**config.mk**
```make
export PLATFORM = sky130hd
export DESIGN_NAME = mux8_rr_arbiter
export DESIGN_NICKNAME = d
export VERILOG_FILES = /design/src/rtl/mux8_rr_arbiter.sv
export SDC_FILE = /design/constraint.sdc
export NUM_CORES = 1
export LEC_CHECK = 0
export ABC_AREA = 1
export CAP_MARGIN = 20
export CORE_UTILIZATION = 47
export DETAILED_ROUTE_END_ITERATION = 10
export PLACE_DENSITY_LB_ADDON = 0.15
export SLEW_MARGIN = 30
export SYNTH_ARGS = -nofsm -noshare
export SYNTH_HDL_FRONTEND = slang
export SYNTH_SLANG_ARGS = --single-unit
```
**constraint.sdc**
```tcl
create_clock -name clk -period 2.35 [get_ports clk]
set_input_delay 0.235 -clock clk [delete_from_list [all_inputs] [get_ports clk]]
set_output_delay 0.235 -clock clk [all_outputs]
set_load 0.01 [all_outputs]
```
**src/rtl/mux8_rr_arbiter.sv**
```systemverilog
// Round-robin arbiter for an 8:1 single-bit mux: drives the mux select and a
// one-hot grant, with a bounded hold so a busy requester cannot starve others.
module mux8_rr_arbiter #(
  parameter int unsigned MAX_HOLD = 4
) (
  input  logic       clk,
  input  logic       rst,
  input  logic       en,
  input  logic [7:0] req,
  output logic [7:0] gnt,
  output logic [2:0] sel,
  output logic       gnt_valid
);

  typedef enum logic {IDLE, BUSY} state_t;

  localparam logic [3:0] HOLD_MAX = 4'(MAX_HOLD);

  // Handshake: gnt_valid is high exactly when gnt is non-zero; while high, the
  // mux output y belongs to the requester at index sel (gnt[sel] == 1).

  state_t     state_q, state_d;
  logic [2:0] ptr_q, ptr_d;
  logic [3:0] hold_q, hold_d;
  logic [7:0] gnt_d;
  logic [2:0] sel_d;
  logic       gnt_valid_d;

  logic [3:0] idle_pick;
  logic [3:0] hand_pick;

  // Returns {found, index}: scans base+1 .. base+7 and base itself last,
  // unless excl_base drops base from the scan.
  function automatic logic [3:0] rr_search(input logic [7:0] r,
                                           input logic [2:0] base,
                                           input logic       excl_base);
    logic       found;
    logic [2:0] idx;
    logic [2:0] cand;
    found = 1'b0;
    idx   = base;
    for (int k = 1; k <= 8; k++) begin
      cand = base + 3'(k);
      if (!found && r[cand] && !(excl_base && (k == 8))) begin
        found = 1'b1;
        idx   = cand;
      end
    end
    return {found, idx};
  endfunction

  always_comb begin
    state_d     = state_q;
    ptr_d       = ptr_q;
    hold_d      = hold_q;
    gnt_d       = gnt;
    sel_d       = sel;
    gnt_valid_d = gnt_valid;

    idle_pick = rr_search(req, ptr_q, 1'b0);
    hand_pick = rr_search(req, sel, 1'b1);

    case (state_q)
      IDLE: begin
        if (en && idle_pick[3]) begin
          gnt_d       = 8'(1) << idle_pick[2:0];
          sel_d       = idle_pick[2:0];
          gnt_valid_d = 1'b1;
          hold_d      = 4'd1;
          state_d     = BUSY;
        end
      end
      BUSY: begin
        if (!en || !req[sel]) begin
          gnt_d       = 8'h00;
          gnt_valid_d = 1'b0;
          ptr_d       = sel;
          hold_d      = 4'd0;
          state_d     = IDLE;
        end else if (hold_q >= HOLD_MAX) begin
          // Hold expired: hand over without a bubble if anyone else waits.
          if (hand_pick[3]) begin
            ptr_d  = sel;
            gnt_d  = 8'(1) << hand_pick[2:0];
            sel_d  = hand_pick[2:0];
            hold_d = 4'd1;
          end else begin
            hold_d = HOLD_MAX;
          end
        end else begin
          hold_d = hold_q + 4'd1;
        end
      end
      default: begin
        state_d = IDLE;
      end
    endcase
  end

  always_ff @(posedge clk) begin
    if (rst) begin
      state_q   <= IDLE;
      ptr_q     <= 3'd7;
      hold_q    <= 4'd0;
      gnt       <= 8'h00;
      sel       <= 3'd0;
      gnt_valid <= 1'b0;
    end else begin
      state_q   <= state_d;
      ptr_q     <= ptr_d;
      hold_q    <= hold_d;
      gnt       <= gnt_d;
      sel       <= sel_d;
      gnt_valid <= gnt_valid_d;
    end
  end

endmodule

```
==> out/metrics.yaml, run 1 <==
status: "finished, violations left"
violations: "negative setup slack"
ys_top_cells_by_count: "nand2_1, nand3_1, inv_1, nor2_1, dfxtp_1"
finalClockPeriodUsage: 1.01
clock_sinks: 20
postLayoutCoreUtil: 0.683
cp.depth: 13
min_from: "hold_q[3]"
compound_area_frac: 0.107
max_stage_delay_ns: 0.35
largest_reg_flops: 8
flop_area_um2: 408
comb_area_um2: 2200
htree_num_levels: 1
cts_made_buffers: 3
skew_ns: 0.00791
met1_usage: 0.340
nNonClkInverters: 45
drt_iter0_markers: 190
grt_pass1_vias: 2753
vias: 3165
cp_max_fo: 6
area_leaders: "nand2_1, dfxtp_1, nand3_1, nand3_2, inv_1"
gr-total-overflow: 0
hold_depth: 2
cap_violations: 0
power_leakage_nw: 1.75
tapCellCount: 70
tns_ns: -0.0904
startpoint: "ptr_q[0]"
wl_met1_um: 3370
top_regs: "gnt x8, hold_q x4"
cts.repair.resized: 14
route.detailed.drc: 0
sh_comb_area: 0.616
edf_count: 0
setup.worst_path.end: "gnt[3]"
layout_setup_ws_ns: -0.0350
clockRootBuffer: "clkbuf_8"
swShare: 0.536
worstHoldEndpoint: "hold_q[3]"
ys_types: 38
grt_busiest_layer: "met2"
buffer_area_frac: 0.179
post-place-cells: 581
cts_buffer_depth: 2
setup_viol: 5
fin_area_um2: 3580
period_minus_slack_ns: 2.38
biggestCellCategory: "logic gates"
## run 1: per-stage QoR
stage          hold WS [ns]  total power, mW  setup slack [ns]
6_report              0.445             3.70           -0.0350
4_1_cts               0.446             3.45            0.0216
3_5_place_dp          0.435             3.13            -0.134
3_3_place_gp          0.426             3.09            -0.112
2_1_floorplan         0.297             2.32            0.0128
5_1_grt               0.464             4.03            -0.174
## run 1: cells in the final DEF, fill, tap and decap left out, types with 5 or more instances in the layout
cell type and n:
nor2_2 10, a21oi_1 15, buf_4 56, nand3_2 15, nand4_1 9, o211ai_1 5
o21ai_0 10, inv_1 30, nor2_1 23, nand2_1 154, nand2_2 23, nand3_1 59
dfxtp_1 16, inv_2 10, clkdlybuf4s50_1 22, nand2_4 7, nor2_4 6
==> run_1/placement_by_type.png <==
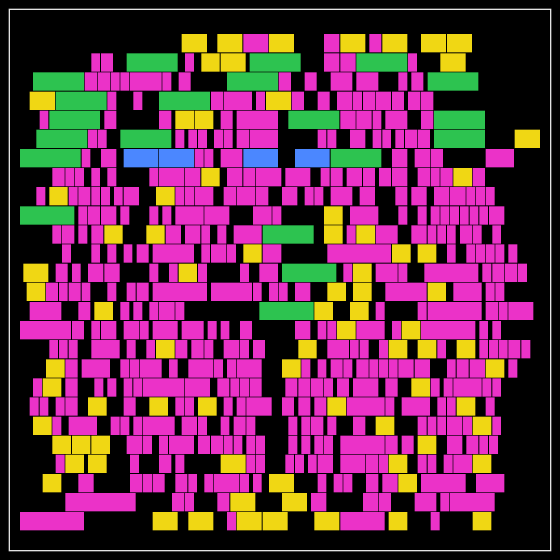
legend:
  remaining buffers and delay cells:
    colour: yellow
    cells: 78
    share_of_their_area: 18%
  clock drivers and dummy loads:
    colour: blue
    cells: 4
    share_of_their_area: 1.6%
  sequential cells:
    colour: green
    cells: 20
    share_of_their_area: 12%
  combinational and other logic:
    colour: magenta
    cells: 420
    share_of_their_area: 68%

==> run_1/power_grid.png <==
Pins as bars on the die edge. Tap cells in grey.
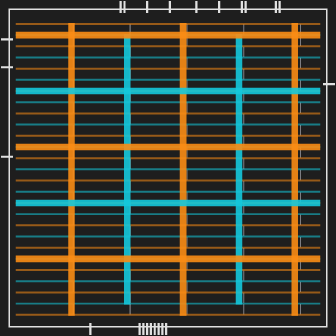
legend:
  VDD:
    colour: cyan
  VSS:
    colour: orange
met5 straps: 5
rows: 26
tap cells: 70
Peak supply drop: 0.000762 V
Die W: 76.8 µm
CORE AREA: 5240 µm²

==> run_1/wires.png <==
Bar = 20 µm.
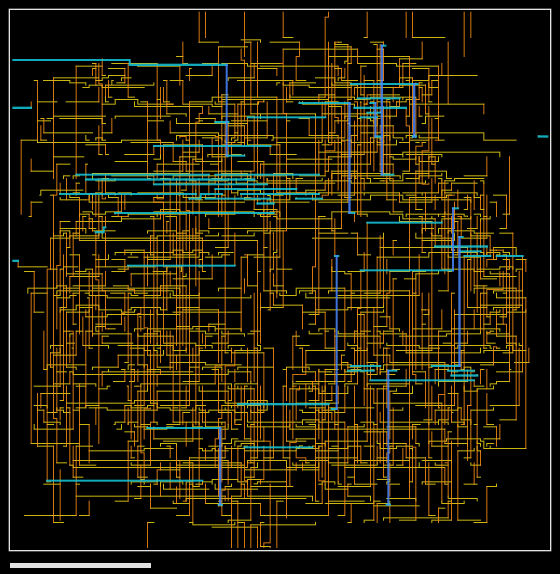
legend:
  metal 2:
    colour: orange
    wire_length: 3720 µm
  metal 4:
    colour: blue
    wire_length: 138 µm
  metal 3:
    colour: cyan
    wire_length: 415 µm
  metal 1:
    colour: yellow
    wire_length: 3370 µm

==> run 2, diff against run 1 <==
--- a/config.mk
+++ b/config.mk
@@ -7,8 +7,10 @@
 export LEC_CHECK = 0
 export ABC_AREA = 1
 export CAP_MARGIN = 20
+export CORE_ASPECT_RATIO = 0.6
 export CORE_UTILIZATION = 47
 export DETAILED_ROUTE_END_ITERATION = 10
+export GPL_TIMING_DRIVEN = 0
 export PLACE_DENSITY_LB_ADDON = 0.15
 export SLEW_MARGIN = 30
 export SYNTH_ARGS = -nofsm -noshare
==> out/metrics.yaml, run 2 <==
violations: "negative setup slack"
fp.dieW_um: 98.6  # +28%
drt_iter0_markers: 241  # +27%
status: "finished, violations left"
area_leaders: "nand2_1, dfxtp_1, nand3_1, nand3_2, inv_1"
largest_reg_flops: 8  # unchanged
min_from: "hold_q[3]"
layout_setup_ws_ns: -0.238  # -0.203 ns
edf_count: 0  # unchanged
tns_ns: -2.72  # -2.63 ns
cp.depth: 15  # +2
compound_area_frac: 0.107  # unchanged
postLayoutCoreUtil: 0.709  # +0.0256
cts.repair.resized: 45  # +31
finalClockPeriodUsage: 1.10  # +0.0864
grt_pass1_vias: 2820  # +2.4%
holdWs_ns: 0.442  # -0.00322 ns
period_minus_slack_ns: 2.59  # +0.203 ns
met1_usage: 0.410  # +0.0702
final_common_cell: "nand2_1"
setup_viol: 17  # +12
cap_violations: 0  # unchanged
[run 2: cell counts after synthesis]
No cell type changed its count.
[run 2: power by group]
group          internal, mW  switching, mW
logic                  1.17           2.11
registers             0.398         0.0425
clock network         0.228          0.127
[run 2: worst min-delay path by stage]
stage	depth (start not counted)	end	slack (ns)
after CTS	2	hold_q[3]	0.45
final	2	hold_q[3]	0.44
after global placement	2	hold_q[3]	0.42
after floorplan	1	sel[0]	0.30
after global routing	2	hold_q[3]	0.46
after detailed placement	2	hold_q[3]	0.44
[run 2: final cells by class]
cell class | instances | area (µm²)
multi-input cells | 375 | 2430
fillers | 431 | 1520
repair buffers | 48 | 415
flip-flops and latches | 20 | 410
inverters | 45 | 198
plain buffers | 10 | 97.6
well taps | 66 | 82.6
clock buffers | 3 | 41.3
clock inverters | 1 | 30.0
==> run_2/clk_routes.png <==
Bar = 20 µm.
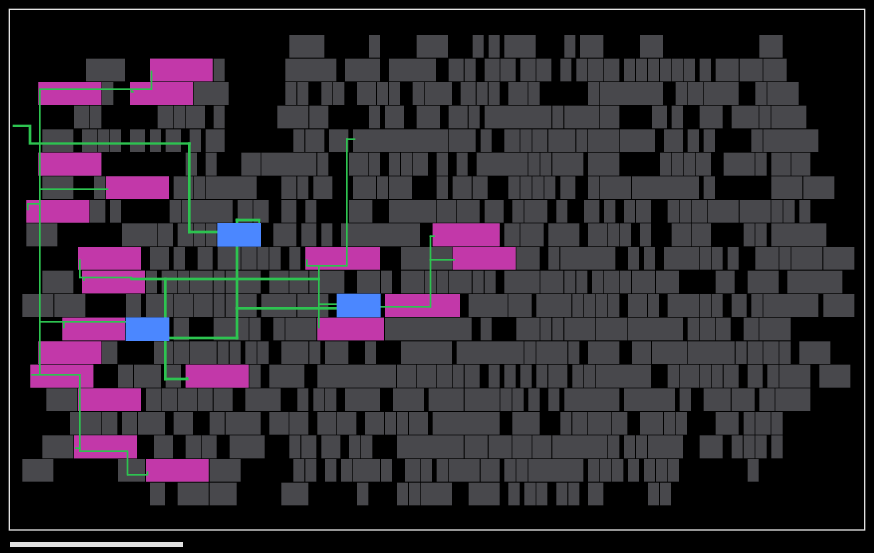
legend:
  clock drivers:
    colour: blue
    count: 3
  flip-flops:
    colour: magenta
    count: 20
  clock wires:
    colour: green
    length: 284 µm
routed clock nets: 4
Power Clock: 355 µW
clock power share: 0.087
Final Skew: 0.00470 ns

==> run_2/wires.png <==
Bar = 20 µm.
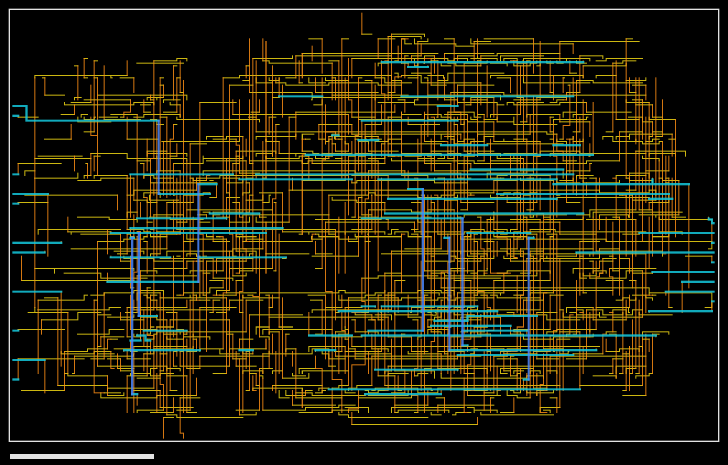
legend:
  metal 3:
    colour: cyan
    wire_length: 834 µm
  metal 2:
    colour: orange
    wire_length: 3810 µm
  metal 4:
    colour: blue
    wire_length: 130 µm
  metal 1:
    colour: yellow
    wire_length: 4050 µm
total track usage: 0.288
drt wl/cell: 15.5 µm
DR vias: 3216
drt total wl: 8820 µm

Power is estimated from default activity; no workload was simulated.
